==> images/met1.png <==
Supply wires on this layer in gray. Cells faint in the background.
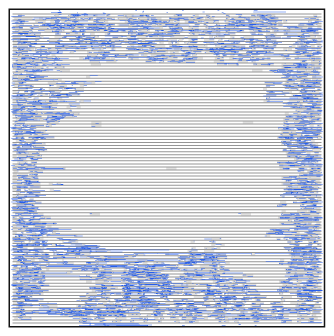
==> images/final_clocks.png <==
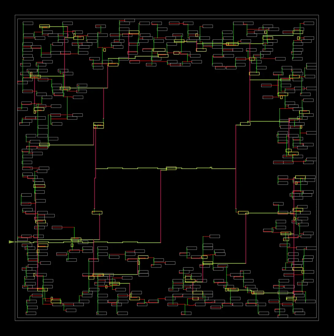
==> images/clock_map.png <==
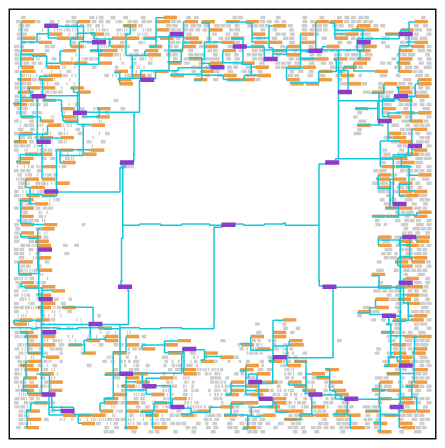
==> images/cell_classes.png <==
The bar under the picture is 100 um long.
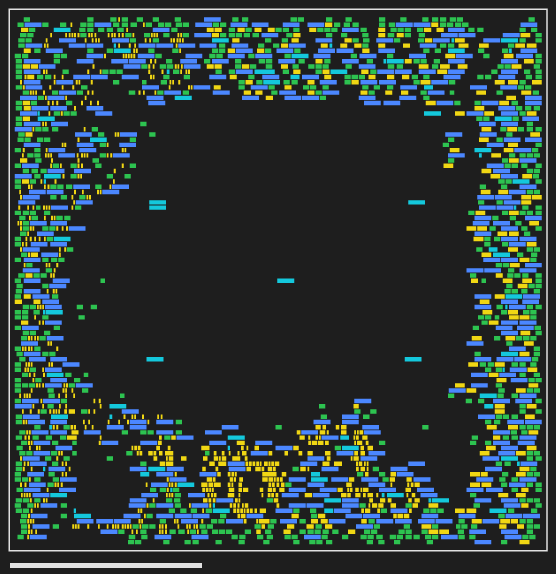
$ cat src/rtl/permute_job_driver.sv
// permute_job_driver
//
// Sequences one permutation job at a time into a downstream pipeline:
// it latches the job's top function and lets it settle for TOP_SETTLE
// cycles, then streams the job's bots out one per transfer. After the
// last bot it pulses batchDone, waits for the pipeline's result,
// acknowledges it with grabResults and presents the result downstream
// until it is accepted.
//
// Ports
//   clk, rst                  clock, asynchronous active-high reset
//   jobValid/jobReady         job handshake; jobTop, jobBotCount job payload
//   botIn/botInValid/botInReady  bot source handshake
//   top, bot, botValid        registered top/bot to the pipeline
//   batchDone                 one-cycle end-of-batch pulse
//   slowDownInput             pipeline backpressure, stalls bot transfers
//   resultsAvailable, pcoeffSum, pcoeffCount, eccStatus  pipeline result
//   grabResults               one-cycle result acknowledge to the pipeline
//   resultValid/resultReady   downstream result handshake
//   resultSum/resultCount/resultEcc  captured result
//   jobsCompleted             results delivered downstream (wraps)
module permute_job_driver #(
    parameter int TOP_SETTLE = 4,
    parameter int SUM_W      = 52,
    parameter int COUNT_W    = 17
) (
    input  logic               clk,
    input  logic               rst,
    input  logic               jobValid,
    output logic               jobReady,
    input  logic [127:0]       jobTop,
    input  logic [15:0]        jobBotCount,
    input  logic [127:0]       botIn,
    input  logic               botInValid,
    output logic               botInReady,
    output logic [127:0]       top,
    output logic [127:0]       bot,
    output logic               botValid,
    output logic               batchDone,
    input  logic               slowDownInput,
    input  logic               resultsAvailable,
    input  logic [SUM_W-1:0]   pcoeffSum,
    input  logic [COUNT_W-1:0] pcoeffCount,
    input  logic               eccStatus,
    output logic               grabResults,
    output logic               resultValid,
    input  logic               resultReady,
    output logic [SUM_W-1:0]   resultSum,
    output logic [COUNT_W-1:0] resultCount,
    output logic               resultEcc,
    output logic [31:0]        jobsCompleted
);

    typedef enum logic [2:0] {
        S_IDLE,
        S_SETTLE,
        S_STREAM,
        S_DONE,
        S_WAIT_RES,
        S_GRAB,
        S_OUTPUT
    } state_t;

    // The settle counter runs 0..TOP_SETTLE-1; SETTLE always lasts at
    // least one cycle even if TOP_SETTLE is configured as 0.
    localparam int SETTLE_W = (TOP_SETTLE > 1) ? $clog2(TOP_SETTLE) : 1;
    localparam logic [SETTLE_W-1:0] SETTLE_LAST =
        SETTLE_W'((TOP_SETTLE > 0) ? (TOP_SETTLE - 1) : 0);

    state_t               state_q, state_d;
    logic [SETTLE_W-1:0]  settle_cnt_q, settle_cnt_d;
    logic [15:0]          remaining_q, remaining_d;
    logic [127:0]         top_q, top_d;
    logic [127:0]         bot_q, bot_d;
    logic                 bot_valid_q, bot_valid_d;
    logic                 batch_done_q, batch_done_d;
    logic                 grab_results_q, grab_results_d;
    logic                 result_valid_q, result_valid_d;
    logic [SUM_W-1:0]     result_sum_q, result_sum_d;
    logic [COUNT_W-1:0]   result_count_q, result_count_d;
    logic                 result_ecc_q, result_ecc_d;
    logic [31:0]          jobs_completed_q, jobs_completed_d;

    logic                 bot_in_ready;
    logic                 bot_xfer;

    // Ready decodes come straight from the state register; botInReady
    // also folds in backpressure so a stalled cycle never transfers.
    assign jobReady     = (state_q == S_IDLE);
    assign bot_in_ready = (state_q == S_STREAM) && !slowDownInput &&
                          (remaining_q != 16'd0);
    assign bot_xfer     = botInValid && bot_in_ready;

    always_comb begin
        state_d          = state_q;
        settle_cnt_d     = settle_cnt_q;
        remaining_d      = remaining_q;
        top_d            = top_q;
        bot_d            = bot_q;
        bot_valid_d      = 1'b0;
        result_sum_d     = result_sum_q;
        result_count_d   = result_count_q;
        result_ecc_d     = result_ecc_q;
        jobs_completed_d = jobs_completed_q;

        case (state_q)
            S_IDLE: begin
                if (jobValid) begin
                    top_d        = jobTop;
                    remaining_d  = jobBotCount;
                    settle_cnt_d = '0;
                    state_d      = S_SETTLE;
                end
            end
            S_SETTLE: begin
                if (settle_cnt_q == SETTLE_LAST) begin
                    state_d = (remaining_q != 16'd0) ? S_STREAM : S_DONE;
                end else begin
                    settle_cnt_d = settle_cnt_q + 1'b1;
                end
            end
            S_STREAM: begin
                if (bot_xfer) begin
                    bot_d       = botIn;
                    bot_valid_d = 1'b1;
                    remaining_d = remaining_q - 16'd1;
                    if (remaining_q == 16'd1) begin
                        state_d = S_DONE;
                    end
                end
            end
            S_DONE: begin
                state_d = S_WAIT_RES;
            end
            S_WAIT_RES: begin
                if (resultsAvailable) begin
                    result_sum_d   = pcoeffSum;
                    result_count_d = pcoeffCount;
                    result_ecc_d   = eccStatus;
                    state_d        = S_GRAB;
                end
            end
            S_GRAB: begin
                state_d = S_OUTPUT;
            end
            S_OUTPUT: begin
                if (result_valid_q && resultReady) begin
                    jobs_completed_d = jobs_completed_q + 32'd1;
                    state_d          = S_IDLE;
                end
            end
            default: begin
                state_d = S_IDLE;
            end
        endcase

        // Pulse outputs are registered against the next state, so each is
        // high for exactly the cycles spent in its state. batchDone thus
        // rises together with the final botValid and is independent of
        // backpressure.
        batch_done_d   = (state_d == S_DONE);
        grab_results_d = (state_d == S_GRAB);
        result_valid_d = (state_d == S_OUTPUT);
    end

    always_ff @(posedge clk or posedge rst) begin
        if (rst) begin
            state_q          <= S_IDLE;
            settle_cnt_q     <= '0;
            remaining_q      <= '0;
            top_q            <= '0;
            bot_q            <= '0;
            bot_valid_q      <= 1'b0;
            batch_done_q     <= 1'b0;
            grab_results_q   <= 1'b0;
            result_valid_q   <= 1'b0;
            result_sum_q     <= '0;
            result_count_q   <= '0;
            result_ecc_q     <= 1'b0;
            jobs_completed_q <= '0;
        end else begin
            state_q          <= state_d;
            settle_cnt_q     <= settle_cnt_d;
            remaining_q      <= remaining_d;
            top_q            <= top_d;
            bot_q            <= bot_d;
            bot_valid_q      <= bot_valid_d;
            batch_done_q     <= batch_done_d;
            grab_results_q   <= grab_results_d;
            result_valid_q   <= result_valid_d;
            result_sum_q     <= result_sum_d;
            result_count_q   <= result_count_d;
            result_ecc_q     <= result_ecc_d;
            jobs_completed_q <= jobs_completed_d;
        end
    end

    assign botInReady    = bot_in_ready;
    assign top           = top_q;
    assign bot           = bot_q;
    assign botValid      = bot_valid_q;
    assign batchDone     = batch_done_q;
    assign grabResults   = grab_results_q;
    assign resultValid   = result_valid_q;
    assign resultSum     = result_sum_q;
    assign resultCount   = result_count_q;
    assign resultEcc     = result_ecc_q;
    assign jobsCompleted = jobs_completed_q;

endmodule

$ cat config.mk
export PLATFORM = sky130hd
export DESIGN_NAME = permute_job_driver
export DESIGN_NICKNAME = d
export VERILOG_FILES = /design/src/rtl/permute_job_driver.sv
export SDC_FILE = /design/constraint.sdc
export NUM_CORES = 1
export LEC_CHECK = 0
export CORE_AREA = 2 2 277 279
export DETAILED_ROUTE_END_ITERATION = 8
export DIE_AREA = 0 0 279 281
export SLEW_MARGIN = 10
export SYNTH_ARGS = -nofsm -noshare
export SYNTH_HDL_FRONTEND = slang
export SYNTH_SLANG_ARGS = --single-unit
$ cat constraint.sdc
create_clock -name clk -period 19.3 [get_ports clk]
set_input_delay 1.93 -clock clk [delete_from_list [all_inputs] [get_ports clk]]
set_output_delay 1.93 -clock clk [all_outputs]
set_load 0.01 [all_outputs]
==> impl_table.tex <==
% Generated from flow reports
\begin{tabular}{lr}
\hline
Metric & Value \\
\hline
\multicolumn{2}{l}{\textbf{Global route}} \\
\quad Most crowded layer after global routing & met2 \\
\quad GR Util met2 & 0.2269 \\
\quad GR Overflow Total & 0 \\
\quad All-layer global routing usage & 0.1291 \\
\quad Antenna violations before repair & 4 \\
\multicolumn{2}{l}{\textbf{Synthesis}} \\
\quad Cell Area, Synth & 0.01555 mm\^{}2 \\
\quad Number of distinct standard cells referenced by the synthesized netlist & 53 \\
\quad Syn Area/Cell & 12.38 um\^{}2 \\
\quad Largest non-sequential cell family by area & multiplexers \\
\quad Total number of yosys warnings & 0 \\
\quad Number of nets at floorplan & 1610 \\
\quad Adder-cell area share of the yosys netlist & 0.004022 \\
\multicolumn{2}{l}{\textbf{Final layout}} \\
\quad Count of plain and timing-repair buffers & 724 \\
\quad Proportion of layout cells with a drive suffix above 1 & 0.1444 \\
\quad Combined area of the multi-input logic cells & 0.005540 mm\^{}2 \\
\quad Non-CTS inverters & 7 \\
\quad Most frequent cells in the layout & clkdlybuf4s50\_1 (712), nand2\_1 (409), dfrtp\_1 (383) \\
\quad Final cell count without fillers & 2973 \\
\quad Multi-input logic cell count & 804 \\
\quad Fraction of area in clock buffers and inverters & 0.05473 \\
\multicolumn{2}{l}{\textbf{Flow run}} \\
\quad Max Cap Viol & 0 \\
\multicolumn{2}{l}{\textbf{Outcome}} \\
\quad Outcome & complete, no violations \\
\multicolumn{2}{l}{\textbf{Timing}} \\
\quad Worst Max-Slew Pin Slew & 1.119 ns \\
\quad Crit path setup slack, layout & 14.13 ns \\
\multicolumn{2}{l}{\textbf{Clock network}} \\
\quad Clock tree from TritonCTS & built \\
\multicolumn{2}{l}{\textbf{Power}} \\
\quad Power Total & 3782 uW \\
\multicolumn{2}{l}{\textbf{Critical path}} \\
\quad Most frequent cell on the critical path & buf\_4 \\
\multicolumn{2}{l}{\textbf{Placed design}} \\
\quad Estimated wirelength of the detail-placed design & 40110 um \\
\multicolumn{2}{l}{\textbf{Die}} \\
\quad Number of tap instances & 978 \\
\hline
\end{tabular}
## Picture notes: met1.png
- share of all routed wire: 37%
- nets with wire on the layer: 2027
- longest straight run: 69.5 um
Post-Route WL: 52880 um
total via count after detailed routing: 12150
GR Layer Usage met1: 0.1407

## Picture notes: final_clocks.png
setup skew after layout: 0.01666 ns
CTS sink count: 383
CTS buffer count: 44
Flops: 383
clk pwr: 802 uW

## Picture notes: clock_map.png
- purple: cells driving clock nets (count 44)
- orange: flip-flops (count 383)
- cyan: clock wires (length 5670 um)
- routed clock nets: 45
power share of the clock group: 0.212
clk ins delay skew pair: 0.56 ns

## Picture notes: cell_classes.png
- green: other buffers and delay cells (cells 724; share of their area 30%)
- blue: flip-flops (cells 383; share of their area 40%)
- yellow: all other logic (cells 811; share of their area 23%)
- cyan: clock drivers and dummy loads (cells 77; share of their area 5.8%)
CORE AREA: 0.07544 mm^2
share of the final layout cell area in sequential cells: 0.3839

==> power by group <==
part / switching [uW] / internal, uW / leakage [uW] / total (uW)
clock: 332 / 470 / 0.000683 / 802
sequential: 230 / 1150 / 0.00478 / 1380
combinational: 657 / 938 / 0.00542 / 1590
==> path summary, 6_finish.rpt <==
path	start	endpoint	slack, ns	cells after the start
worst max register to register	state_q[1]	bot[18]	15.02	7
max in group asynchronous	rst	bot[42]	14.34	5
worst min-delay path	top[60]	top[60]	0.47	2
min in group asynchronous	rst	resultCount[4]	1.90	2
worst min register to register	top[60]	top[60]	0.47	2
worst max-delay path	botInValid	bot[18]	14.13	7
==> routing by layer <==
metal	up-vias	wire length (um)
met5	-	37
li1	5587	-
met4	6	1683
met2	515	26650
met3	86	5089
met1	5956	19410
Power and IR drop assume default switching activity.
